==> config.mk <==
export PLATFORM = sky130hd
export DESIGN_NAME = bomb_controller
export DESIGN_NICKNAME = d
export VERILOG_FILES = /design/src/rtl/bomb_controller.sv
export SDC_FILE = /design/constraint.sdc
export NUM_CORES = 1
export LEC_CHECK = 0
export ABC_CLOCK_PERIOD_IN_PS = 6680
export CAP_MARGIN = 5
export CORE_ASPECT_RATIO = 0.75
export CORE_MARGIN = 5
export CORE_UTILIZATION = 46
export DETAILED_ROUTE_END_ITERATION = 16
export PLACE_DENSITY_LB_ADDON = 0.12
export SYNTH_ARGS = -nofsm -noshare
export SYNTH_HDL_FRONTEND = slang
export SYNTH_SLANG_ARGS = --single-unit
==> constraint.sdc <==
create_clock -name Clk -period 6.68 [get_ports Clk]
set_input_delay 2.004 -clock Clk [delete_from_list [all_inputs] [get_ports Clk]]
set_output_delay 2.004 -clock Clk [all_outputs]
set_load 0.1 [all_outputs]
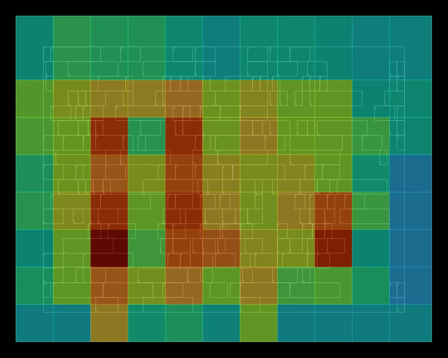
*Routing congestion, run 1*
All-Layer GR Usage: 15.78%
Final Core Density: 59.00%

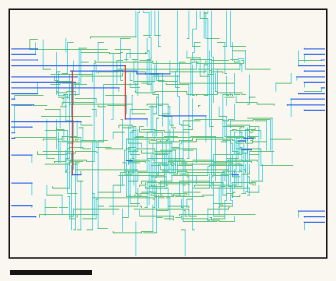
*Routed metal, one colour a layer, run 1*
Scale bar: 20 µm.
colour	layer	wire length
cyan	metal 2	1590 µm
blue	metal 3	288 µm
red	metal 4	38.1 µm
green	metal 1	1500 µm
routed wire length: 3419 µm
WL/cell: 14.49 µm
routed via count: 1273

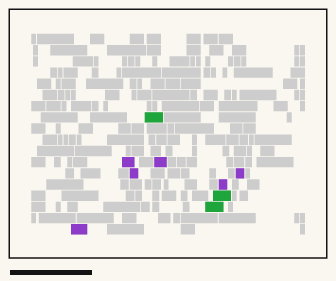
*Logic cells by family, run 1*
Scale bar: 20 µm.
colour	family	cells
green	adder and majority cells	3
purple	AND and OR gates	6
multi-input combinational area share: 35.39%
dominant logic cell type in the layout: clkdlybuf4s50_1
Post-Layout Cell Count: 236

==> results.txt, run 1 <==
run results: run status completed, vias per inst 5.394, Mapped Area approximately 1500 µm², Synth warnings 0, clk latency late pin roughly 280 ps, switching part of the total 36.52%, WP depth 1, Hold Path Depth 0, die area about 4600 µm², CTS buffer count 5, CTS resizes 0, nets 223, startpoint types flip-flop, clock tree root driver cell clkbuf_8, Commonest flop dfrtp_1, Core Box Area 3266 µm², Internal Pwr Total around 0.33 mW, fraction of power consumed by sequential logic 40.9%, post-detail-place hpwl 2460 µm, max cap viols 0, Cell area leaders dfrtp_1, dfstp_2, buf_4, nand2_1, a21oi_1, max incr delay on CP between 1000 and 1500 ps
[run 1: worst reg2reg max path, delay by kind of cell, from the launching register on]
kind	cells	cell delay, ps
AND-OR/OR-AND	2	450
adder cells (fa/ha/maj)	2	670
buffers and inverters	2	330
flip-flops	1	390
AND/OR/NAND/NOR	2	460
[run 1: Yosys cell counts, types with 2 or more instances]
| cell | n |
|---|---|
| a21oi_1 | 13 |
| a2bb2oi_1 | 3 |
| buf_2 | 3 |
| buf_4 | 17 |
| dfrtp_1 | 23 |
| dfstp_2 | 6 |
| ha_1 | 3 |
| inv_1 | 6 |
| nand2_1 | 30 |
| nand2b_1 | 3 |
| nand3_1 | 9 |
| nand4_1 | 3 |
| nor2_1 | 2 |
| nor2b_1 | 2 |
| nor3_2 | 3 |
| o21a_1 | 2 |
| o21ai_0 | 3 |
| o22ai_1 | 3 |
[run 1: final cells by class]
| class | instances | area, µm² |
|---|---|---|
| multi-input combinational | 119 | 681.9 |
| clock inverter | 1 | 5.005 |
| sequential | 29 | 733.2 |
| inverter | 6 | 22.52 |
| clock buffer | 7 | 96.34 |
| timing repair buffer | 34 | 337.8 |
| fill | 276 | 1339 |
| tap | 40 | 50.05 |
[run 1: through the flow]
stage                     setup WS (ps)  area [µm²]  instances  utilization, %
after floorplan                    3315        1595        176               -
after global placement             2698        1826        228           55.90
after detailed placement           2655        1826        228           55.90
after CTS                          2672        1927        236           59.00
after global routing               2612        1927        236           59.00
final                              2692        1927        236           59.00
[run 1: cell families after synthesis]
| kind of cell | share of synthesized area [%] |
|---|---|
| AOI/OAI and AO/OA | 15.12 |
| xor gates and xnor gates | 1.138 |
| adders and majority gates | 2.439 |
| buffers and inverters | 11.71 |
| DFF | 47.64 |
| muxes | 1.382 |
| other | 0.2437 |
| and+or+nand+nor | 20.33 |
[run 1: layer usage]
layer  track usage [%]  part of all wire, %  up-vias
li1                  -                    -      600
met2             25.51                   47       49
met3             5.572                  8.4        4
met4             6.484                  1.1        0
met5                 0                    0        -
met1             19.40                   44      620
[run 1: power groups by stage]
stage	Combinational, mW	Sequential, mW	Clock, mW
6_report	0.147	0.211	0.158
5_1_grt	0.159	0.213	0.169
2_1_floorplan	0.107	0.228	0
4_1_cts	0.147	0.211	0.162
3_3_place_gp	0.145	0.213	0
3_5_place_dp	0.147	0.214	0
### Layout detail, run 1

Scale bar: 5 µm. Region (28, 32) to (48, 52) µm. Cells in grey, sequential cells in the stronger grey; small squares are vias.
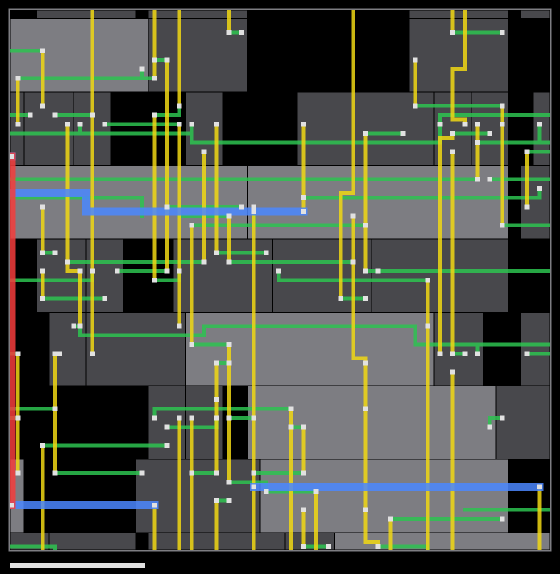

==> inputs of run 2 (changes only) <==
ABC_CLOCK_PERIOD_IN_PS = 3400   (was 6680)
CORE_UTILIZATION = 39   (was 46)
clock period = 3.4 ns   (was 6.68 ns; I/O delays follow)
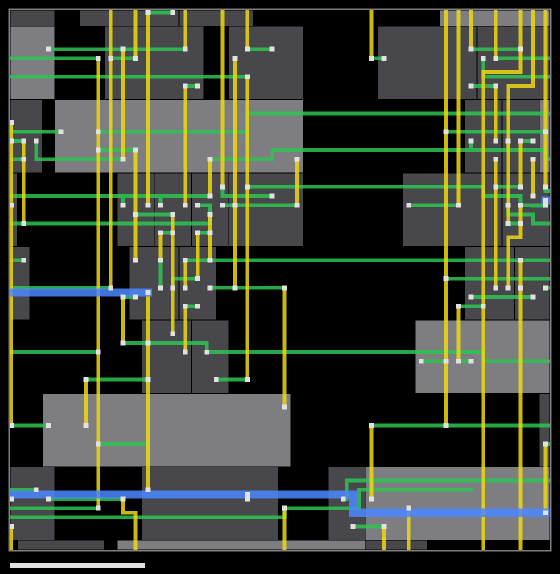
*Layout detail, run 2*
Scale bar: 5 µm. Region (31, 35) to (51, 55) µm. Cells in grey, sequential cells in the stronger grey; small squares are vias.
colour	layer
yellow	metal 2
blue	metal 3
green	metal 1
cells with their middle in the window	26
sequential cells in the window	4
most frequent	nand2_1 (8)

==> run 2 against run 1 <==
- register-to-register slack worse by 3300 ps
- count of clock-buffer cells in the layout rose by 1
- via count is 0.16% higher
- utilization shrank 8.0 points
- non-clock buffer count grew 2
- die area grew 15%
- clock skew rose by 7.4 ps
- flip-flop count is the same
- combinational power grew 95%
- critical path type is now in2reg
==> results.txt, run 2 <==
run results: die area 5315 µm² (+15%), Hold WS 346.2 ps, final worst setup slack 736.4 ps (-1956 ps), Compound Share, Synth 15.12% (unchanged), Mapped Area 1539 µm² (unchanged), CTS resizes 0 (unchanged), clock tree root driver cell clkbuf_8, routed wire length 3485 µm (+1.9%), fraction of power consumed by sequential logic 42.0% (+1.1 points), count leader, synth nand2_1, nets 225 (+0.90%), Main logic family simple AND/OR/NAND/NOR gates, Cell area leaders dfrtp_1, dfstp_2, buf_4, nand2_1, a21oi_1, post-detail-place hpwl 2687 µm (+9.2%), CTS buffer count 5 (unchanged), switching part of the total 36.79% (+0.27 points), yosys xor share 1.138% (unchanged), and+or+nand+nor area frac 20.33% (unchanged), startpoint types input pin, routed via count 1275 (+0.16%), placed insts 242 (+6.1%), run status completed, vias per inst 5.100 (-5.5%), WL/cell 13.94 µm (-3.8%), Commonest flop dfrtp_1, most frequent cells after synthesis nand2_1, dfrtp_1, buf_4, a21oi_1, nand3_1, number of diodes 0, Core Box Area 3732 µm² (+14%), max cap viols 0 (unchanged), Hold Path Depth 0 (unchanged)
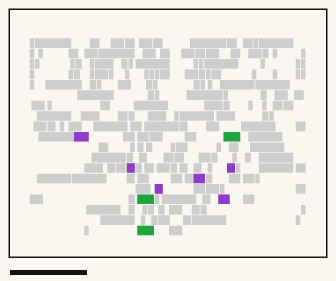
*Logic cells by family, run 2*
Scale bar: 20 µm.
colour	family	cells
purple	AND and OR gates	6
green	adder and majority cells	3
Post-Layout Cell Count: 250
multi-input combinational area share: 35.83%

==> run 2: cell counts after synthesis <==
No cell type changed its count.
==> run 2: logic make-up (layout without fill, tap and decap cells) <==
family | count (synthesis) | in the layout
mux | 2 | 2
buf+inv | 28 | 50
compound gates | 35 | 35
simple gates | 61 | 61
other cells | 1 | 16
xor+xnor | 2 | 2
flops | 29 | 29
fa+ha+maj | 3 | 3
==> run 2: critical path, stage by stage <==
cell             delay, ps
clkdlybuf4s50_1        430
nor2b_1                170
a41o_1                 290
o21a_1                 210
ha_1                   380
inv_1                  230
nand3_1                110
==> run 2: layout make-up <==
class / count / area, µm²
fillers: 347 / 1829
well taps: 52 / 65.06
flip-flops and latches: 29 / 733.2
repair buffers: 36 / 310.3
multi-input cells: 119 / 681.9
clock buffers: 8 / 90.09
inverters: 6 / 22.52
==> run 2: per-stage QoR <==
step | power (mW) | cell area, µm² | utilization [%]
floorplan | 0.6596 | 1595 | -
global placement | 0.7008 | 1813 | 48.58
detailed placement | 0.7074 | 1813 | 48.58
CTS | 1.003 | 1903 | 50.99
global route | 1.047 | 1903 | 50.99
finish | 0.9879 | 1903 | 50.99
==> run 2: metal layers <==
layer | global-route usage, % | wire (µm)
met1 | 20.31 | 1566
met2 | 20.50 | 1588
met3 | 4.213 | 305
met4 | 3.061 | 24
met5 | 0 | 0
==> run 2: power by group through the flow <==
stage / logic (mW) / clock network (mW) / registers (mW)
floorplan: 0.211 / 0 / 0.449
CTS: 0.287 / 0.301 / 0.415
global route: 0.311 / 0.316 / 0.420
global placement: 0.282 / 0 / 0.419
finish: 0.286 / 0.287 / 0.415
detailed placement: 0.287 / 0 / 0.420
Power is estimated from default activity; no workload was simulated.
